$ cat src/rtl/uart_pkg.sv
`default_nettype none
// ============================================================================
// Module      : uart_pkg
// Description : Shared types and constants for the UART transmit path.
// Revision    : 1.0 - initial release
// ============================================================================
package uart_pkg;

    typedef enum logic [2:0] {
        IDLE   = 3'd0,
        START  = 3'd1,
        DATA   = 3'd2,
        PARITY = 3'd3,
        STOP   = 3'd4
    } tx_state_t;

    localparam int OVERSAMPLE = 16;

    localparam int PAR_NONE = 0;
    localparam int PAR_ODD  = 1;
    localparam int PAR_EVEN = 2;

endpackage
`default_nettype wire

$ cat src/rtl/uart_tx_ctrl.sv
`default_nettype none
// ============================================================================
// Module      : uart_tx_ctrl
// Description : UART transmit sequencer framing a byte into start/data/
//               parity/stop bits, timed by a 16x oversampling tick.
// Revision    : 1.0 - initial release
// ============================================================================
module uart_tx_ctrl
    import uart_pkg::*;
#(
    parameter int DATA_BITS = 8,
    parameter int PARITY    = 0,
    parameter int STOP_BITS = 1
) (
    input  logic                 clk,
    input  logic                 rst,
    input  logic                 tick,
    input  logic [DATA_BITS-1:0] tx_data,
    input  logic                 tx_valid,
    output logic                 tx_ready,
    output logic                 tx,
    output logic                 tx_busy,
    output logic                 tx_done
);

    localparam int                 c_BIT_W     = $clog2(DATA_BITS + 1);
    localparam logic [3:0]         c_TICK_LAST = 4'(OVERSAMPLE - 1);
    localparam logic [c_BIT_W-1:0] c_BIT_LAST  = c_BIT_W'(DATA_BITS - 1);
    localparam logic [4:0]         c_STOP_LAST = 5'(OVERSAMPLE * STOP_BITS - 1);

    tx_state_t              r_state,    w_state_nxt;
    logic [3:0]             r_tick_cnt, w_tick_nxt;
    logic [c_BIT_W-1:0]     r_bit_cnt,  w_bit_nxt;
    logic [4:0]             r_stop_cnt, w_stop_nxt;
    logic [DATA_BITS-1:0]   r_shreg,    w_shreg_nxt;
    logic                   r_par,      w_par_nxt;
    logic                   r_tx,       w_tx_nxt;
    logic                   r_done,     w_done_nxt;
    logic                   w_bit_end;

    assign w_bit_end = tick && (r_tick_cnt == c_TICK_LAST);

    always_comb begin
        w_state_nxt = r_state;
        w_tick_nxt  = r_tick_cnt;
        w_bit_nxt   = r_bit_cnt;
        w_stop_nxt  = r_stop_cnt;
        w_shreg_nxt = r_shreg;
        w_par_nxt   = r_par;
        w_done_nxt  = 1'b0;

        case (r_state)
            IDLE: begin
                // Any tick arriving in the acceptance cycle is deliberately dropped.
                if (tx_valid) begin
                    w_state_nxt = START;
                    w_shreg_nxt = tx_data;
                    w_tick_nxt  = '0;
                    w_bit_nxt   = '0;
                    w_stop_nxt  = '0;
                    w_par_nxt   = (PARITY == PAR_ODD) ? ~(^tx_data) : (^tx_data);
                end
            end
            START: begin
                if (w_bit_end) begin
                    w_state_nxt = DATA;
                    w_tick_nxt  = '0;
                end else if (tick) begin
                    w_tick_nxt = r_tick_cnt + 4'd1;
                end
            end
            DATA: begin
                if (w_bit_end) begin
                    w_tick_nxt  = '0;
                    w_shreg_nxt = {1'b0, r_shreg[DATA_BITS-1:1]};
                    if (r_bit_cnt == c_BIT_LAST) begin
                        w_bit_nxt   = '0;
                        w_state_nxt = (PARITY != PAR_NONE) ? uart_pkg::PARITY : STOP;
                    end else begin
                        w_bit_nxt = r_bit_cnt + 1'b1;
                    end
                end else if (tick) begin
                    w_tick_nxt = r_tick_cnt + 4'd1;
                end
            end
            uart_pkg::PARITY: begin
                if (w_bit_end) begin
                    w_state_nxt = STOP;
                    w_tick_nxt  = '0;
                end else if (tick) begin
                    w_tick_nxt = r_tick_cnt + 4'd1;
                end
            end
            STOP: begin
                // A dedicated 5-bit counter spans both stop bits in one count.
                if (tick) begin
                    if (r_stop_cnt == c_STOP_LAST) begin
                        w_state_nxt = IDLE;
                        w_stop_nxt  = '0;
                        w_done_nxt  = 1'b1;
                    end else begin
                        w_stop_nxt = r_stop_cnt + 5'd1;
                    end
                end
            end
            default: begin
                w_state_nxt = IDLE;
            end
        endcase
    end

    // Line level is derived from the next state so tx itself can be a flop.
    always_comb begin
        w_tx_nxt = 1'b1;
        case (w_state_nxt)
            START:            w_tx_nxt = 1'b0;
            DATA:             w_tx_nxt = w_shreg_nxt[0];
            uart_pkg::PARITY: w_tx_nxt = w_par_nxt;
            default:          w_tx_nxt = 1'b1;
        endcase
    end

    always_ff @(posedge clk or posedge rst) begin
        if (rst) begin
            r_state    <= IDLE;
            r_tick_cnt <= '0;
            r_bit_cnt  <= '0;
            r_stop_cnt <= '0;
            r_shreg    <= '0;
            r_par      <= 1'b0;
            r_tx       <= 1'b1;
            r_done     <= 1'b0;
        end else begin
            r_state    <= w_state_nxt;
            r_tick_cnt <= w_tick_nxt;
            r_bit_cnt  <= w_bit_nxt;
            r_stop_cnt <= w_stop_nxt;
            r_shreg    <= w_shreg_nxt;
            r_par      <= w_par_nxt;
            r_tx       <= w_tx_nxt;
            r_done     <= w_done_nxt;
        end
    end

    assign tx       = r_tx;
    assign tx_done  = r_done;
    assign tx_ready = (r_state == IDLE);
    assign tx_busy  = (r_state != IDLE);

endmodule
`default_nettype wire

$ cat config.mk
export PLATFORM = sky130hd
export DESIGN_NAME = uart_tx_ctrl
export DESIGN_NICKNAME = d
export VERILOG_FILES = /design/src/rtl/uart_pkg.sv /design/src/rtl/uart_tx_ctrl.sv
export SDC_FILE = /design/constraint.sdc
export NUM_CORES = 1
export LEC_CHECK = 0
export CAP_MARGIN = 20
export CORE_UTILIZATION = 50
export CTS_CLUSTER_DIAMETER = 60
export DETAILED_ROUTE_END_ITERATION = 10
export PLACE_DENSITY = 0.69
export SYNTH_ARGS = -nofsm -noshare
export SYNTH_HDL_FRONTEND = slang
export SYNTH_SLANG_ARGS = --single-unit
$ cat constraint.sdc
create_clock -name clk -period 2.3 [get_ports clk]
set_input_delay 0.23 -clock clk [delete_from_list [all_inputs] [get_ports clk]]
set_output_delay 0.23 -clock clk [all_outputs]
set_load 0.02 [all_outputs]
==> deck_impl_summary.md, run 1 <==
Key Metrics from the Run

Run status
  – Outcome: complete, no violations

Worst setup path
  – Worst Setup EP: tx_busy
  – Max incr delay on CP: 0.68 ns
  – Critical Path, Cell by Cell: inv_1, nand2_1, clkdlybuf4s50_1
  – Worst reg-to-reg path cell count: 6
  – Crit-path leading delay family: buffers and inverters
  – Startpoint types: flop
  – Worst r2r src: r_tick_cnt[0]
  – R2r endpoint: r_bit_cnt[3]
  – Slowest cell on crit path: dfrtp_1
  – CP max FO: 17
  – Reg2Reg Setup Slack: 0.32 ns

Logic synthesis
  – Synthesized area: 1410 um^2
  – Yosys Instances: 142
  – Seq share, synth: 0.480
  – EDFF count, synth: 0
  – Synth Register Bits: 27
  – Syn_area_per_cell: 9.92 um^2
  – Syn nets: 157
  – Synth cell types: 35

Drt
  – DR pass1 iterations: 6
  – Vias per inst: 5.86
  – Detail Route Antenna Nets: 0
  – DRC viols: 0

Clocking
  – Clock Latency Late Sink: 0.31 ns
  – CTS root buf: clkbuf_4

Floorplanning
  – Die Wd: 55.1 um
  – I/O Pins: 16

Global route
  – GR Overflow Total: 0

Power
  – Int Power: 0.909 mW
  – Seq. pwr: 0.725 mW
  – NetSw: 0.454 mW
  – Static Leak: 0.746 nW
  – Gate power share: 0.323

Place
  – Final Wtd Congestion: 0.785
  – Setup WS pre-CTS: 0.230 ns

Timing
  – Crit share post-route: 0.887
  – Total Neg Setup Slack: 0 ns
  – RSZ-0062 raised after global routing: no

Final layout
  – Share of cells above drive strength 1: 0.0755

Flow run
  – Tool warnings: 26
==> run 1: worst reg2reg max path: cells and delay by family, from the launching register on <==
kind	cells	cell delay, ns
flops	1	0.40
simple gates	3	0.60
fa+ha+maj	1	0.23
compound gates	2	0.67
==> run 1: cells in the mapped netlist (4+ instances only) <==
library cell	n
xnor2_1	7
inv_1	10
o21ai_0	14
nand2_1	13
a22o_1	5
a222oi_1	6
clkbuf_1	4
dfrtp_1	26
nor2_1	7
a21o_1	5
==> run 1: kinds of logic (layout without fill, tap and decap cells) <==
logic type                 count (synthesis)  after routing  share of synthesized area
adders and majority gates                  3              3                     0.0266
muxes                                      1              1                    0.00799
and+or+nand+nor                           46             46                      0.176
buffers and inverters                     18             35                     0.0639
DFF                                       27             27                      0.480
xor gates and xnor gates                   7              7                     0.0435
AOI/OAI and AO/OA                         40             40                      0.202
==> run 1: area by class of cell <==
class	instances	area, um^2
fillers	227	952
well taps	30	37.5
inverters	10	37.5
clock buffers	4	26.3
repair buffers	21	195
multi-input cells	97	642
flip-flops and latches	27	677
==> run 1: through the flow <==
step / utilization / instances / power, mW / hold WS, ns / area, um^2
after CTS: 0.629 / 189 / 1.38 / 0.283 / 1620
final: 0.629 / 189 / 1.36 / 0.260 / 1620
after detailed placement: 0.619 / 185 / 1.18 / 0.476 / 1590
after global placement: 0.619 / 185 / 1.15 / 0.463 / 1590
after floorplan: - / 142 / 1.05 / 0.282 / 1410
after global routing: 0.629 / 189 / 1.46 / 0.321 / 1620
==> run 1: registers in the layout (all words and copies together), names as in the netlist <==
signal      count
tx_done         1
r_bit_cnt       4
r_stop_cnt      5
r_par           1
r_state         3
tx              1
r_shreg         8
r_tick_cnt      4
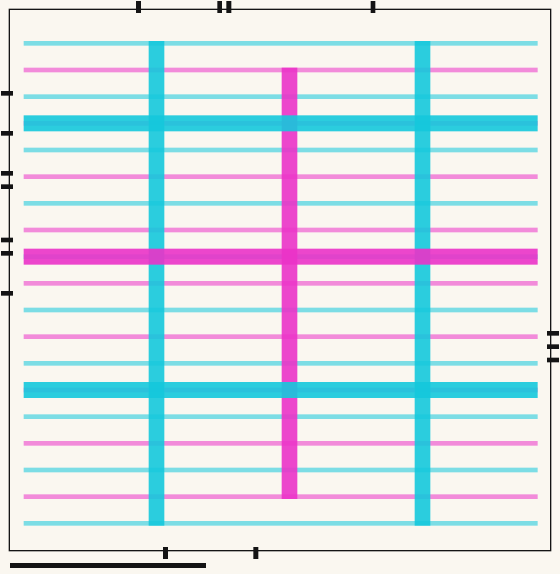
Fig. 1. Power grid (run 1).
Scale bar: 20 um. Pins as bars on the die edge.
Key: cyan = VSS; magenta = VDD
3 straps on met4. 16 signal pins sit on the boundary. 19 met1 rails follow the rows.
maximum VDD drop: 0.613 mV
CORE AREA: 2570 um^2
Die Span Y: 55.1 um

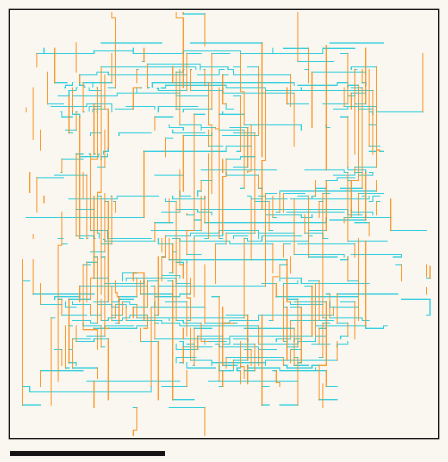
Fig. 2. Wiring by layer (run 1).
Scale bar: 20 um. Two of the layers only.
Key: orange = metal 2 [wire length 1300 um]; cyan = metal 1 [wire length 1320 um]
DR vias: 1107
DR WL/cell: 14.2 um

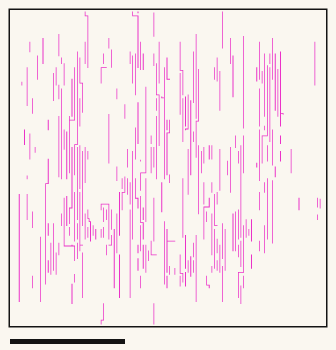
Fig. 3. M2 wires (run 1).
Scale bar: 20 um.
The layer carries 1300 um of wire. 146 nets have wire on it.
final WL: 2690 um
met2 usage: 0.315

==> run 2, diff against run 1 <==
Settings changed: CELL_PAD_IN_SITES_DETAIL_PLACEMENT set to 1, CELL_PAD_IN_SITES_GLOBAL_PLACEMENT set to 2, CORE_UTILIZATION 50 to 35, PLACE_DENSITY 0.69 to 0.75, REMOVE_ABC_BUFFERS set to 1.
==> deck_impl_summary.md, run 2 <==
Key Metrics from the Run

Global route
  – Met2 usage: 0.320 (+0.00433)
  – GR Overflow Total: 0 (unchanged)

Logic synthesis
  – Synth Register Bits: 27 (unchanged)
  – Synthesized area: 1410 um^2 (unchanged)
  – Synth cell types: 35 (unchanged)
  – Yosys Instances: 142 (unchanged)
  – Syn_area_per_cell: 9.92 um^2 (unchanged)
  – EDFF count, synth: 0 (unchanged)
  – Synth top cell by count: dfrtp_1
  – Seq share, synth: 0.480 (unchanged)

Power
  – NetSw: 0.483 mW (+6.4%)
  – Gate power share: 0.312 (-0.011)
  – Int Power: 0.974 mW (+7.1%)
  – Static Leak: 0.759 nW (+1.7%)
  – Final Power: 1.46 mW (+6.9%)

Worst setup path
  – CP max FO: 17 (unchanged)
  – Crit-path leading delay family: buffers and inverters
  – Slowest cell on crit path: dfrtp_1
  – Critical Path, Cell by Cell: inv_1, nand2_1, clkdlybuf4s50_1
  – Worst reg-to-reg path cell count: 6 (unchanged)
  – Startpoint types: flop

Floorplanning
  – I/O Pins: 16 (unchanged)

Run status
  – Outcome: complete, no violations

Place
  – Final Wtd Congestion: 0.697 (-11%)
  – Placed instance area: 1620 um^2 (+1.9%)

Timing
  – Hold slack: 0.311 ns (+0.0511 ns)
  – Total Neg Setup Slack: 0 ns (unchanged)
  – RSZ-0062 raised after global routing: no

Final layout
  – FILL cells: 425 (+87%)
  – Share of cells above drive strength 1: 0.0813 (+0.00578)
  – Post-layout instance area: 1660 um^2 (+3.0%)
  – Max reg flops: 8 (unchanged)
  – Post-Layout Cell Count: 208 (+10%)

Flow run
  – Tool warnings: 25 (-3.8%)

Drt
  – Detail Route Antenna Nets: 0 (unchanged)
  – DR pass1 iterations: 5 (-1)
  – DR WL/cell: 15.1 um (+6.2%)
  – DR vias: 1144 (+3.3%)

Clocking
  – Clock Latency Late Sink: 0.28 ns (-0.03 ns)
## run 2: cell count changes in the layout (fill, tap and decap cells not counted), sizes merged
cell | previous run | this run
buf | 6 | 7
## run 2: layout make-up
type	count	area, um^2	share of cell area
Tap cell	48	60.1	0.0361
Sequential cell	27	677	0.407
Multi-Input combinational cell	97	642	0.386
Inverter	10	37.5	0.0226
Timing Repair Buffer	22	203	0.122
Clock buffer	4	45.0	0.0271
## run 2: cell families (layout without fill, tap and decap cells)
family,after synthesis,count (layout),synth area share
and+or+nand+nor,46,46,0.176
AOI/OAI and AO/OA,40,40,0.202
DFF,27,27,0.480
buffers and inverters,18,36,0.0639
xor gates and xnor gates,7,7,0.0435
adders and majority gates,3,3,0.0266
muxes,1,1,0.00799
## run 2: worst paths after layout
check	start	to	slack [ns]
worst max-delay path	r_state[2]	tx_busy	0.27
worst min-delay path	rst	r_bit_cnt[3]	0.31
max in group asynchronous	rst	tx	1.68
worst min register to register	r_shreg[0]	r_shreg[0]	0.51
min in group clk	r_shreg[0]	r_shreg[0]	0.51
worst max register to register	r_tick_cnt[0]	r_shreg[3]	0.33
## run 2: power groups by stage
| stage | Combinational, mW | Clock (mW) | Sequential (mW) |
|---|---|---|---|
| floorplan | 0.310 | 0 | 0.706 |
| global placement | 0.440 | 0 | 0.725 |
| detailed placement | 0.465 | 0 | 0.738 |
| CTS | 0.466 | 0.281 | 0.729 |
| global route | 0.516 | 0.301 | 0.751 |
| finish | 0.455 | 0.274 | 0.729 |
## run 2: worst register-to-register path, cell delays in order, from the launching register on
cell and delay [ns]:
dfrtp_1 0.38, ha_1 0.23, and4_1 0.23, nand2_1 0.05, a211o_1 0.46, a222oi_1 0.44, inv_1 0.07
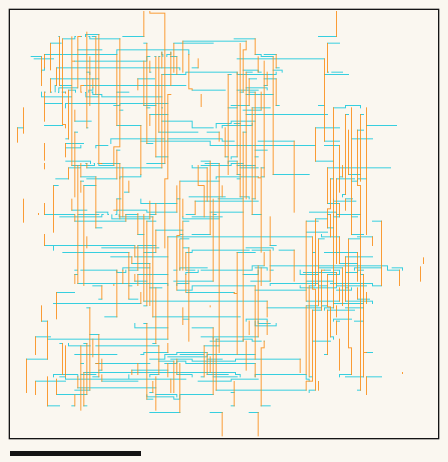
Fig. 4. Wiring by layer (run 2).
Scale bar: 20 um. Two of the layers only.
Key: cyan = metal 1 [wire length 1410 um]; orange = metal 2 [wire length 1590 um]
Total GRT Usage: 0.176
final WL: 3150 um

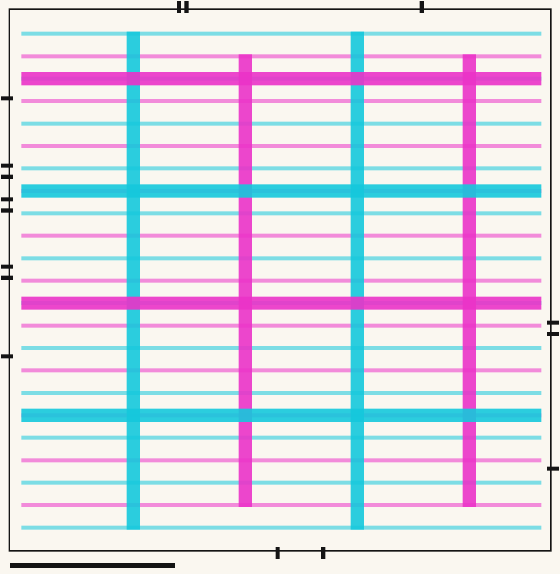
Fig. 5. Power grid (run 2).
Scale bar: 20 um. Pins as bars on the die edge.
Key: cyan = VSS; magenta = VDD
23 met1 rails follow the rows. The core has 22 rows. 4 straps on met4.
maximum VDD drop: 0.387 mV
CORE AREA: 3770 um^2
Die Span Y: 65.4 um
Die Wd: 65.4 um

==> run 3, diff against run 2 <==
Settings changed: HOLD_SLACK_MARGIN set to 0.05.
==> deck_impl_summary.md, run 3 <==
Key Metrics from the Run

Run status
  – Outcome: complete, no violations

Final layout
  – Top Registers: r_shreg x8, r_stop_cnt x5
  – Post-layout instance area: 1660 um^2 (unchanged)
  – Final Util: 0.441
  – Max reg flops: 8 (unchanged)
  – Largest Register: r_shreg
  – FILL cells: 425 (unchanged)
  – Share of cells above drive strength 1: 0.0813 (unchanged)
  – Commonest Layout Cell: dfrtp_1
  – Post-Layout Cell Count: 208 (unchanged)
  – # nets final: 176

Worst setup path
  – Buffers & Inverters on Critical Path: 2
  – CP max FO: 17 (unchanged)
  – Crit-path leading delay family: buffers and inverters
  – Slowest cell on crit path: dfrtp_1
  – Worst reg-to-reg path cell count: 6 (unchanged)
  – Critical Path, Cell by Cell: inv_1, nand2_1, clkdlybuf4s50_1
  – Startpoint types: flop

Drt
  – Final WL: 3150 um (unchanged)
  – Detail Route Antenna Nets: 0 (unchanged)
  – Vias per inst: 5.50
  – DR WL/cell: 15.1 um (unchanged)
  – DR pass1 iterations: 5 (unchanged)
  – DR vias: 1144 (unchanged)

Timing
  – Crit path setup slack, layout: 0.275 ns
  – Crit path time final: 2.03 ns
  – Rel. slew slack: 0.607
  – Max-slew violation count: 0
  – Total Neg Setup Slack: 0 ns (unchanged)
  – Fmax: 0.494 GHz
  – RSZ-0062 raised after global routing: no
  – Hold slack: 0.311 ns (unchanged)

Logic synthesis
  – Seq share, synth: 0.480 (unchanged)
  – Yosys Instances: 142 (unchanged)
  – Yosys stat chip area: 1410 um^2
  – Synth top cell by count: dfrtp_1
  – Synth Register Bits: 27 (unchanged)
  – Post-Syn Instances: 142
  – EDFF count, synth: 0 (unchanged)
  – Ys async rst share: 1.00
  – Synthesized area: 1410 um^2 (unchanged)
  – Synth cell types: 35 (unchanged)
  – Top cells by count: dfrtp_1 (26), o21ai_0 (14), nand2_1 (13), inv_1 (10)
  – Syn_area_per_cell: 9.92 um^2 (unchanged)

Floorplanning
  – I/O Pins: 16 (unchanged)
  – Die Wd: 65.4 um (unchanged)
  – Die Span Y: 65.4 um (unchanged)
  – CORE AREA: 3770 um^2 (unchanged)

Power
  – Final Power: 1.46 mW (unchanged)
  – Maximum VDD drop: 0.387 mV (unchanged)
  – Static Leak: 0.759 nW (unchanged)

Clocking
  – Clock Latency Late Sink: 0.28 ns (about the same)
  – Cts repair resizes: 0
  – Clk buf depth: 2

Global route
  – Total GRT Usage: 0.176 (unchanged)
  – Antenna violations before repair: 0
  – GR Overflow Total: 0 (unchanged)
  – Vias in the first global route: 1214

Place
  – Placed instance area: 1620 um^2 (unchanged)
  – Final Wtd Congestion: 0.697 (unchanged)
  – Hpwl dp: 2370 um
  – Setup WS pre-CTS: 0.223 ns

Flow run
  – Tool warnings: 25 (unchanged)
run 3: cell counts in the layout (fill, tap and decap cells not counted):
Identical to the previous run, type by type.
run 3: logic make-up (layout without fill, tap and decap cells):
group           count (synthesis)  in the layout  share of synthesized area
simple gates                   46             46                      0.176
compound gates                 40             40                      0.202
flops                          27             27                      0.480
buf+inv                        18             36                     0.0639
xor+xnor                        7              7                     0.0435
fa+ha+maj                       3              3                     0.0266
mux                             1              1                    0.00799
run 3: layout make-up:
class	instances	area, um^2	area share
repair buffers	22	203	0.122
multi-input cells	97	642	0.386
clock buffers	4	45.0	0.0271
flip-flops and latches	27	677	0.407
inverters	10	37.5	0.0226
well taps	48	60.1	0.0361
run 3: per-layer routing:
layer | GRT usage | share of wire | wire, um
met5 | 0 | 0 | 0
met4 | 0.0815 | 0.022 | 68
met3 | 0.0295 | 0.027 | 85
met2 | 0.320 | 0.50 | 1590
met1 | 0.200 | 0.45 | 1410
run 3: path summary, 6_finish.rpt:
kind	from	to	slack, ns
hold reg to reg	r_shreg[0]	r_shreg[0]	0.51
max in group asynchronous	rst	tx	1.68
setup / recovery	r_state[2]	tx_busy	0.27
hold / removal	rst	r_bit_cnt[3]	0.31
setup reg to reg	r_tick_cnt[0]	r_shreg[3]	0.33
min in group clk	r_shreg[0]	r_shreg[0]	0.51
run 3: where the power goes:
part	switching [mW]	leakage [nW]	total (mW)	internal, mW
clock	0.150	0.0228	0.274	0.124
combinational	0.218	0.389	0.455	0.237
sequential	0.116	0.348	0.729	0.613
total	0.483	0.759	1.46	0.974
run 3: worst register-to-register path: cells and delay by family, from the launching register on:
family / cells / cell delay (ns)
AND/OR/NAND/NOR: 2 / 0.28
AND-OR/OR-AND: 2 / 0.90
flip-flops: 1 / 0.38
adder cells (fa/ha/maj): 1 / 0.23
buffers and inverters: 1 / 0.07
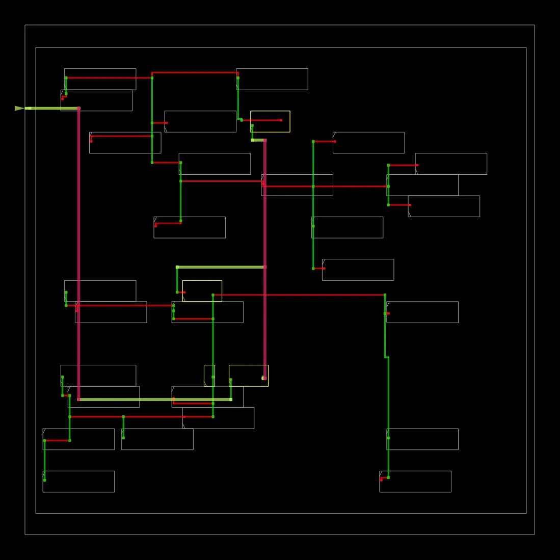
Fig. 6. Clock routing (run 3).
clk_skew: 0.00228 ns
Sink Count: 27
Seq cells: 27
CTS buffer count: 3

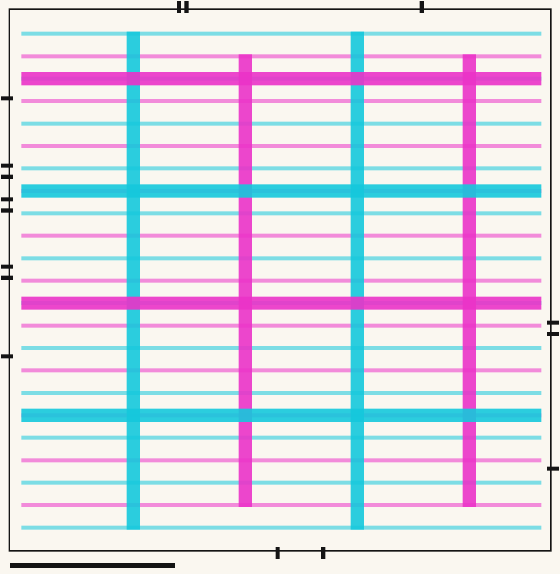
Fig. 7. Power grid (run 3).
Scale bar: 20 um. Pins as bars on the die edge.
Key: magenta = VDD; cyan = VSS
16 signal pins sit on the boundary. 4 straps on met5.

Power figures rest on the tool's default switching activity, not on a simulated workload.
